Figure 1. Cell sizes after repair.
Drawn at 4 px/um.
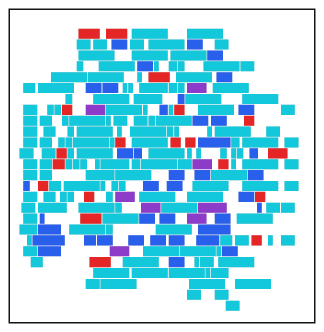
Figure 2. Placement view.
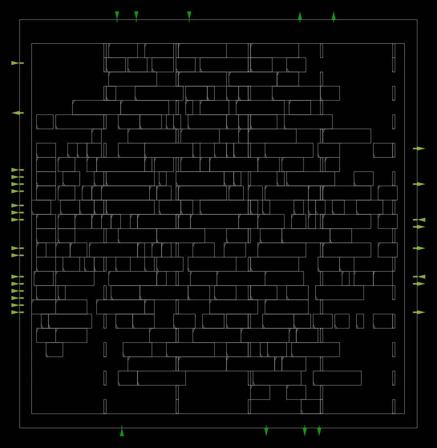
Figure 3. I/O nets highlighted.
Drawn at 4 px/um.
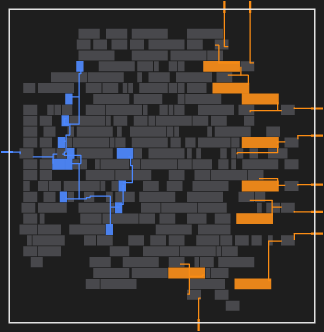
Figure 4. The metal 1 layer.
Drawn at 8 px/um. Supply wires on this layer in grey.
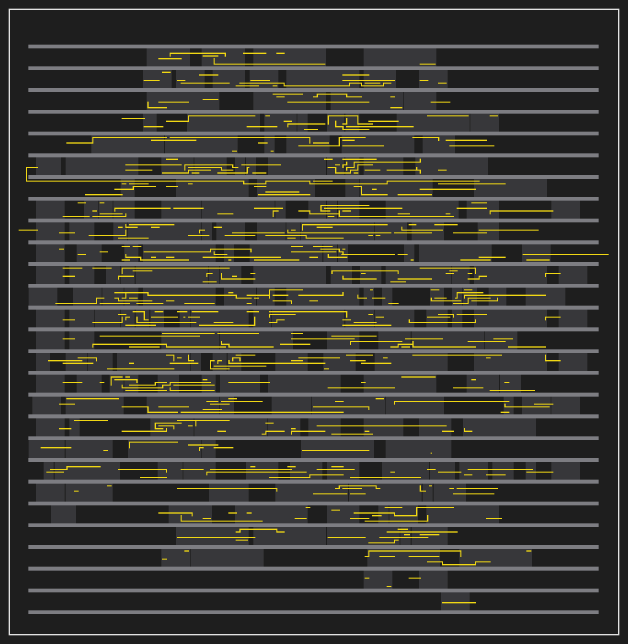
==> config.mk <==
export PLATFORM = sky130hd
export DESIGN_NAME = pipeline_nbit_addsub
export DESIGN_NICKNAME = d
export VERILOG_FILES = /design/src/rtl/pipeline_nbit_addsub.sv
export SDC_FILE = /design/constraint.sdc
export NUM_CORES = 1
export LEC_CHECK = 0
export ABC_AREA = 0
export CAP_MARGIN = 25
export CORE_AREA = 2 2 74 76
export DETAILED_ROUTE_END_ITERATION = 8
export DIE_AREA = 0 0 76 78
export PLACE_DENSITY = 0.82
export SKIP_LAST_GASP = 1
export SYNTH_ARGS = -nofsm -noshare
export SYNTH_HDL_FRONTEND = slang
export SYNTH_SLANG_ARGS = --single-unit
==> constraint.sdc <==
create_clock -name clk -period 1.9 [get_ports clk]
set_input_delay 0.475 -clock clk [delete_from_list [all_inputs] [get_ports clk]]
set_output_delay 0.475 -clock clk [all_outputs]
set_load 0.005 [all_outputs]
==> changes_impl.md <==
### Changed

- Outcome: completed
- YS chip area: 2370 um2
- Slowest stage delay, CP: approximately 0.42 ns
- Dpl cells: ~280
- Top-count cell post-synth: dfrtp_1
- Via/cell ratio: around 4.7
- Floorplan Utilization: 0.469
- Min Hold Slack: 0.380 ns
- Slowest CP cell: fa_2
- Post-route ant nets: 0
- Min Tclk post-route: 1.83 ns
- Max-slew violations: 0
- Fillers: just over 400
- Post-synthesis area per instance: 13.4 um2
- Met3 track demand over resource: 0.0407
- Vias in the first global route: between 1000 and 1500
- Critical Path End Type: flop
- R2r worst-path depth: 6
- Diodes inserted: 0
- Setup violators final: 0
- Synth cell count leaders: dfrtp_1 (53), mux2_2 (26), inv_1 (23)
- Most Frequent Cell on Critical Path: fa_2
- Max Freq: ~550 MHz
- Top cells by area: dfrtp_1 (56%), mux2_2 (12%), fa_1 (6.8%)
- Post-synth ARST share: 1.00
- Via count: 1383
- Mapped Area: roughly 2400 um2
- Post-Route Skew: between 0.005 and 0.006 ns
- Dominant flop cell: dfrtp_1
- Post-DP HPWL: around 2800 um
- CP cell instances: inv_1 > fa_2 > fa_2 > xnor2_2 > xnor2_1 > mux2_2
- CTS tree: built
- CP Class: flop to flop
- First-pass GRT wire length: roughly 6600 um
- RePlAce Congestion: between 0.7 and 0.8
- Die Span X: 76 um
- Cell count in the Yosys report: about 180
- Area leader, netlist: dfrtp_1
- Die area: ~6000 um2
- CTS Buf Count: 5
- Largest net degree at the start of global routing: 40
- Net count entering floorplan: ~210
- Initial antenna violation count: 0
- FP Rows: 26
- Netlist cell types: 22
- Unrepaired setup endpoints after global routing: yes
- Insertion Delay late pin: roughly 0.3 ns
- Register area share after synthesis: 0.561
- Met2 usage: 0.235
- Avg WL per Cell: 12.4 um
- CTS sink cnt: roughly 53
- Yosys warns: 0
- Initial DRT Pass Iterations: 4
- Area leader share: 0.561
- CTS Root Cell: clkbuf_8
- Total leakage power: between 1 and 1.5 nW
- H-tree levels: 2
- Pre-CTS setup slack: -0.467 ns
- Critical path arrival: roughly 2.0 ns
- Violation tally from detailed-route iteration zero: 51
- Layout cells sized above 1: 0.302
- Final net count: ~250
- Gr ovfl total: 0
- Cells after Synth: around 180
- Busiest layer in global routing: met2
- Post-route insts no fill: just under 300
- DRC viols: 0
- Die H: around 78 um
- Hold Vio Cnt, Final: 0
- Seq. cell area: around 1300 um2
- Setup Buffers After CTS: 0
- Worst-margin pin slew: approximately 0.32 ns
- PD cells: roughly 1500 nW/um2
- R2R Setup Slk: 0.07 ns
- HP Class: input port to asynchronous set/reset pin
- Log Warnings: 29
- Number of synthesized flops with an enable pin: 0
- CP Max Fanout: 2
- Max VDD drop: ~540 uV
- Worst EP required: roughly 2.1 ns
- Hold-fix buffers, CTS: 0
- Max cap viols: 0
- Logic area: 921 um2
- Worst rel slew slack: 0.784
- GRT Resource Usage Total: 0.141
- Final period utilization: 0.964
- Clock transition at the registers of the reported paths: approximately 0.09 ns
- Startpoint types: flop
- Clk buf depth: 2
- Registers, synthesis: between 50 and 60
About Figure 1:
Blue is drive 2, cells 40, most used mux2_2. Purple is drive 6 and up, cells 8, most used clkbuf_8. Cyan is drive 1 or less, cells 155, most used dfrtp_1. Red is drive 3 to 4, cells 19, most used buf_4.
Area growth syn-to-layout: 25.0%
final instance area: 2960 um2
Buffers, non-clock: 46
worst setup margin: 0.0686 ns

About Figure 2:
total core area: 5040 um2
registers: 53
tap cells: 70

About Figure 3:
Blue is `in_valid`, direction input, edge left, end cells 12, wire 97.6 um. Orange is `sum`, direction output, edge 5 right, 2 top, 1 bottom, end cells 8, wire 145 um.
port buffer count: 33
IO Pins: 34

About Figure 4:
The layer carries 1660 um of wire. 214 nets have wire on it. The longest straight run is 27.1 um. The layer holds 46% of the routed length. The wires run mostly horizontal.
grt met1 use: 0.176
total wire length: 3640 um

==> metrics by stage <==
stage	TNS [ns]	power, W	area, um2	utilization
6_report	0	0.00444	2960	0.587
5_1_grt	-0.0269	0.00483	2960	0.587
4_1_cts	0	0.00446	2940	0.583
3_5_place_dp	-2.55	0.00379	2840	0.564
3_3_place_gp	-2.33	0.00369	2840	0.564
2_1_floorplan	-0.0101	0.00315	2380	-
==> cells in the final DEF, fill, tap and decap left out, drive strengths merged <==
cell,count
mux2i,5
ha,1
mux2,31
clkinv,1
clkbuf,8
nand2,4
dfrtp,53
xor2,3
a21oi,14
dlygate4sd2,2
o21ai,7
clkdlybuf4s50,29
dlymetal6s2s,1
nand2b,1
and2,1
inv,23
buf,13
fa,8
nand3,5
xnor2,8
a31oi,4
==> area by class of cell <==
cell class | instances | share of cell area
clock buffers | 7 | 0.0326
clock inverters | 1 | 0.00169
inverters | 23 | 0.0292
multi-input cells | 92 | 0.311
flip-flops and latches | 53 | 0.448
well taps | 70 | 0.0296
repair buffers | 46 | 0.147
==> worst max-delay path: cells and delay by family, from the launching register on <==
| family | cells | cell delay (ns) |
|---|---|---|
| adder cells (fa/ha/maj) | 2 | 0.83 |
| buffers and inverters | 1 | 0.06 |
| flip-flops | 1 | 0.33 |
| XOR/XNOR | 2 | 0.26 |
| multiplexers | 1 | 0.25 |
==> routing by layer <==
| metal | up-vias | part of all wire |
|---|---|---|
| met5 | - | 0 |
| met4 | 0 | 0.016 |
| met3 | 6 | 0.047 |
| met2 | 30 | 0.48 |
| met1 | 682 | 0.46 |
| li1 | 665 | - |
==> logic make-up after synthesis <==
kind of cell	Yosys count	share of synthesized area
buf+inv	31	0.0629
mux	36	0.177
xor+xnor	11	0.0407
flops	53	0.561
fa+ha+maj	9	0.0730
compound gates	25	0.0566
simple gates	11	0.0296
==> report_power, final <==
part / switching [W] / internal (W)
Combinational: 0.000741 / 0.00112
Clock: 0.000340 / 0.000330
Sequential: 0.000267 / 0.00164
==> timing repair <==
item / CTS / global route
pin swaps: 2 / 3
gates resized: 4 / 7
endpoints found under the setup margin: 3 / 2
Power and IR drop assume default switching activity.
